Figure 1. Met3 routing.
Scale: 3 px per um.
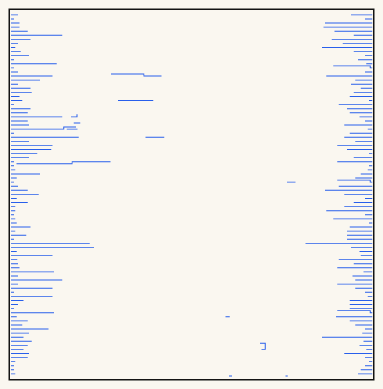
Figure 2. Metal layers overlaid.
Scale: 3 px per um. Two of the layers only.
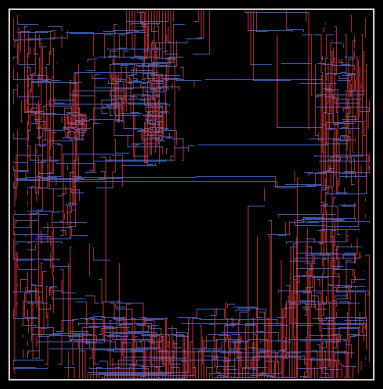
Figure 3. Sequential cells grouped by signal name.
Scale: 4 px per um.
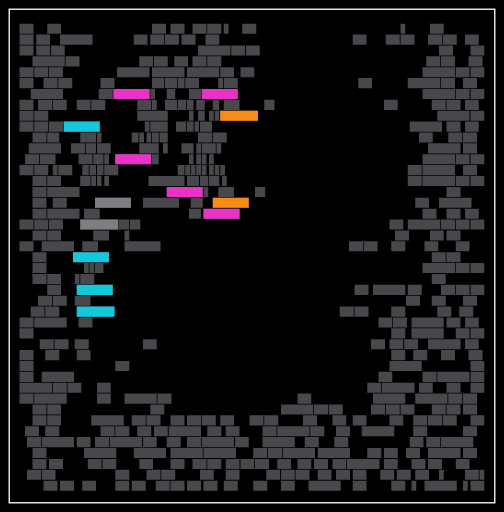
Figure 4. Cell outlines without signal wires.
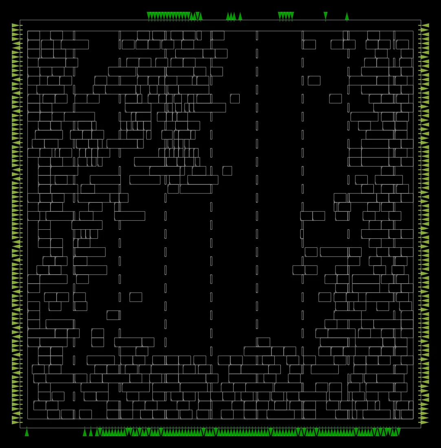
**config.mk**
```make
export PLATFORM = sky130hd
export DESIGN_NAME = ahb_arbiter
export DESIGN_NICKNAME = d
export VERILOG_FILES = /design/src/rtl/ahb_arbiter.sv
export SDC_FILE = /design/constraint.sdc
export NUM_CORES = 1
export LEC_CHECK = 0
export CORE_AREA = 2 2 119 121
export CTS_CLUSTER_SIZE = 24
export DETAILED_ROUTE_END_ITERATION = 7
export DIE_AREA = 0 0 121 123
export PLACE_DENSITY = 0.69
export SETUP_SLACK_MARGIN = 0.15
export SLEW_MARGIN = 15
export SYNTH_ARGS = -nofsm -noshare
export SYNTH_HDL_FRONTEND = slang
export SYNTH_SLANG_ARGS = --single-unit
```
**constraint.sdc**
```tcl
create_clock -name hclk -period 8.2 [get_ports hclk]
set_input_delay 0.82 -clock hclk [delete_from_list [all_inputs] [get_ports hclk]]
set_output_delay 0.82 -clock hclk [all_outputs]
set_load 0.02 [all_outputs]
```
**src/rtl/ahb_arbiter.sv**
```systemverilog
// rtl/ahb_arbiter.sv - round-robin AHB arbiter with address/control and write-data multiplexing
//
// Shares one AHB address/data path among MST_NUM masters. The grant moves only
// at transfer boundaries: the owner is idle, or it has just had the last beat
// of a fixed-length burst accepted, and never while the owner holds its lock.
//
// Ports:
//   hclk, hresetn        clock, asynchronous active-low reset
//   m_hbusreq            per-master bus request
//   m_haddr .. m_hwdata  packed per-master AHB master outputs (master i at slice i)
//   hready, hresp        shared ready/response from the interconnect
//   m_hgrant             registered one-hot grant
//   haddr .. hmasterlock address/control of the granted (address-phase) master
//   hwdata               write data of the data-phase owner
//   hmaster              zero-extended index of the address-phase owner
module ahb_arbiter #(
  parameter int MST_NUM       = 4,
  parameter int ADDR_WIDTH    = 16,
  parameter int DATA_WIDTH    = 32,
  parameter int HBURST_WIDTH  = 3,
  parameter int HMASTER_WIDTH = 8
) (
  input  logic                            hclk,
  input  logic                            hresetn,
  input  logic [MST_NUM-1:0]              m_hbusreq,
  input  logic [MST_NUM*ADDR_WIDTH-1:0]   m_haddr,
  input  logic [MST_NUM*2-1:0]            m_htrans,
  input  logic [MST_NUM-1:0]              m_hwrite,
  input  logic [MST_NUM*3-1:0]            m_hsize,
  input  logic [MST_NUM*HBURST_WIDTH-1:0] m_hburst,
  input  logic [MST_NUM-1:0]              m_hmasterlock,
  input  logic [MST_NUM*DATA_WIDTH-1:0]   m_hwdata,
  input  logic                            hready,
  input  logic                            hresp,
  output logic [MST_NUM-1:0]              m_hgrant,
  output logic [ADDR_WIDTH-1:0]           haddr,
  output logic [1:0]                      htrans,
  output logic                            hwrite,
  output logic [2:0]                      hsize,
  output logic [HBURST_WIDTH-1:0]         hburst,
  output logic                            hmasterlock,
  output logic [DATA_WIDTH-1:0]           hwdata,
  output logic [HMASTER_WIDTH-1:0]        hmaster
);

  localparam int OWN_W = (MST_NUM > 1) ? $clog2(MST_NUM) : 1;

  localparam logic [1:0] HTRANS_IDLE   = 2'b00;
  localparam logic [1:0] HTRANS_BUSY   = 2'b01;
  localparam logic [1:0] HTRANS_NONSEQ = 2'b10;

  logic [ADDR_WIDTH-1:0]   addr_a  [MST_NUM];
  logic [1:0]              trans_a [MST_NUM];
  logic [2:0]              size_a  [MST_NUM];
  logic [HBURST_WIDTH-1:0] burst_a [MST_NUM];
  logic [DATA_WIDTH-1:0]   wdata_a [MST_NUM];

  genvar g;
  for (g = 0; g < MST_NUM; g++) begin : g_split
    assign addr_a[g]  = m_haddr[g*ADDR_WIDTH +: ADDR_WIDTH];
    assign trans_a[g] = m_htrans[g*2 +: 2];
    assign size_a[g]  = m_hsize[g*3 +: 3];
    assign burst_a[g] = m_hburst[g*HBURST_WIDTH +: HBURST_WIDTH];
    assign wdata_a[g] = m_hwdata[g*DATA_WIDTH +: DATA_WIDTH];
  end

  logic [OWN_W-1:0] own_q;
  logic [OWN_W-1:0] down_q;
  logic [4:0]       beat_q;

  logic [4:0]       beat_nxt;
  logic [4:0]       burst_len;
  logic             burst_end;
  logic             arb_point;
  logic [OWN_W-1:0] next_own;
  logic             found;
  logic [OWN_W:0]   cand_sum;

  assign haddr       = addr_a[own_q];
  assign htrans      = trans_a[own_q];
  assign hwrite      = m_hwrite[own_q];
  assign hsize       = size_a[own_q];
  assign hburst      = burst_a[own_q];
  assign hmasterlock = m_hmasterlock[own_q];
  assign hwdata      = wdata_a[down_q];
  assign hmaster     = HMASTER_WIDTH'(own_q);

  // Error handling is the master's job: it answers ERROR with IDLE, which is
  // itself an arbitration point, so the response is never looked at here.
  logic unused_hresp;
  assign unused_hresp = hresp;

  always_comb begin
    beat_nxt  = beat_q;
    burst_len = 5'd0;
    case (htrans)
      HTRANS_IDLE:   beat_nxt = 5'd0;
      HTRANS_BUSY:   beat_nxt = beat_q;
      HTRANS_NONSEQ: beat_nxt = 5'd1;
      default:       beat_nxt = beat_q + 5'd1;
    endcase
    // Zero means no fixed end point (undefined-length INCR).
    case (hburst)
      3'b000:         burst_len = 5'd1;
      3'b010, 3'b011: burst_len = 5'd4;
      3'b100, 3'b101: burst_len = 5'd8;
      3'b110, 3'b111: burst_len = 5'd16;
      default:        burst_len = 5'd0;
    endcase
    burst_end = htrans[1] && (burst_len != 5'd0) && (beat_nxt == burst_len);
    arb_point = hready && !hmasterlock && ((htrans == HTRANS_IDLE) || burst_end);
  end

  // Round-robin search starting just after the owner; the owner is checked
  // last so a continuously requesting owner cannot starve the others.
  always_comb begin
    next_own = own_q;
    found    = 1'b0;
    cand_sum = '0;
    for (int i = 1; i <= MST_NUM; i++) begin
      cand_sum = {1'b0, own_q} + (OWN_W+1)'(i);
      if (cand_sum >= (OWN_W+1)'(MST_NUM)) begin
        cand_sum = cand_sum - (OWN_W+1)'(MST_NUM);
      end
      if (!found && m_hbusreq[cand_sum[OWN_W-1:0]]) begin
        found    = 1'b1;
        next_own = cand_sum[OWN_W-1:0];
      end
    end
  end

  always_ff @(posedge hclk or negedge hresetn) begin
    if (!hresetn) begin
      own_q    <= '0;
      down_q   <= '0;
      beat_q   <= 5'd0;
      m_hgrant <= MST_NUM'(1);
    end else if (hready) begin
      down_q <= own_q;
      beat_q <= beat_nxt;
      if (arb_point) begin
        own_q    <= next_own;
        m_hgrant <= MST_NUM'(1) << next_own;
      end
    end
  end

endmodule

```
==> run summary <==
run results: crit path DRT=around 7400 ps, Post-synth seq share=0.141, # Post-CTS Setup Buffers=0, crit-path max FO=25, CTS HTree Levels=1, Pwr Density=272 nW/um^2, registers=13, TNS Setup=0 ps, floorplan core density=0.170, clock buffer depth=2, Slew @ Worst Pin=~660 ps, All-Layer GR Usage=0.156, Mapped Avg Cell Area=roughly 13 um^2, leak pwr=around 2 nW, DRT antenna net count=0, YS chip area=~2300 um^2, Largest Pwr Group=combinational cells, Crit. End Element=output port, Pre-antenna DRT Iters=4, Horiz. Die Dim=~120 um, Final Skew=around 5.4 ps, flop share of the area=0.0591, largest class=buffers, invs w/o clock=8, Post-Syn Area=roughly 2300 um^2, sequential power share=0.077, Signal buf overhead=0.548, root buf cell=clkbuf_16, placed wire-length estimate=around 11000 um, Cell variety after synth=44, Flop area=about 330 um^2, post-CTS sizing=0, Max IR drop VDD=0.155 mV, drc violations=0, io pins=around 310, Critical Path Sink=htrans[0], outcome=completed, CTS buffer count=3
Back to the opening pictures, Figure 1:
187 nets have wire on it. The longest straight run is 27.4 um. The layer carries 1220 um of wire. The wires run mostly horizontal.
Routed WL: 12200 um
routed via count: 2951
GR Util met3: 0.0383

Back to the opening pictures, Figure 2:
M2: in red, wire length 6380 um. M1: in blue, wire length 4440 um.

Back to the opening pictures, Figure 3:
down_q: in orange, sequential cells 2. m_hgrant: in cyan, sequential cells 4, where left middle. beat_q: in magenta, sequential cells 5.
Another 2 sequential cells are not colored.

Back to the opening pictures, Figure 4:
std cell rows: 43
Placeable Area: 13600 um^2

==> cells by family after synthesis <==
group | count (synthesis) | synth area share
buffers and inverters | 34 | 0.0697
AND-OR/OR-AND | 23 | 0.0788
adder cells (fa/ha/maj) | 1 | 0.00540
XOR/XNOR | 3 | 0.0113
flip-flops | 13 | 0.141
AND/OR/NAND/NOR | 40 | 0.0821
other | 1 | 0.00162
multiplexers | 69 | 0.610
==> layer usage <==
metal	vias to the layer above	track usage	wire length, um
met5	-	0	0
met4	0	0.0313	116
met3	6	0.0383	1220
met2	197	0.300	6380
met1	1412	0.173	4440
li1	1336	-	-
==> worst max-delay path, stage by stage (launching register included) <==
cell and delay [ps]:
dfrtp_1 660, buf_4 410, mux2_2 390, o21ai_2 230, inv_2 140, clkdlybuf4s50_1 570
==> state kept, by name, summed over array words and instances (netlist names) <==
signal,cells
m_hgrant,4
down_q,2
own_q,2
beat_q,5
==> per-stage QoR <==
step	setup WS (ps)	hold slack, ps	area [um^2]	power (mW)
floorplan	5240	467	2340	0.908
global placement	4550	486	5490	1.42
detailed placement	4490	501	5490	1.43
CTS	4700	513	5560	1.53
global route	4580	536	5570	1.60
finish	4740	505	5570	1.51
==> worst min-delay path by stage <==
stage | start | end | slack [ps] | depth (start not counted)
after floorplan | beat_q[1] | beat_q[1] | 470 | 2
after global placement | beat_q[1] | beat_q[1] | 490 | 2
after detailed placement | down_q[1] | down_q[1] | 500 | 1
after CTS | down_q[1] | down_q[1] | 510 | 1
after global routing | m_hgrant[2] | m_hgrant[2] | 540 | 1
final | down_q[1] | down_q[1] | 500 | 1
Power is estimated from default activity; no workload was simulated.
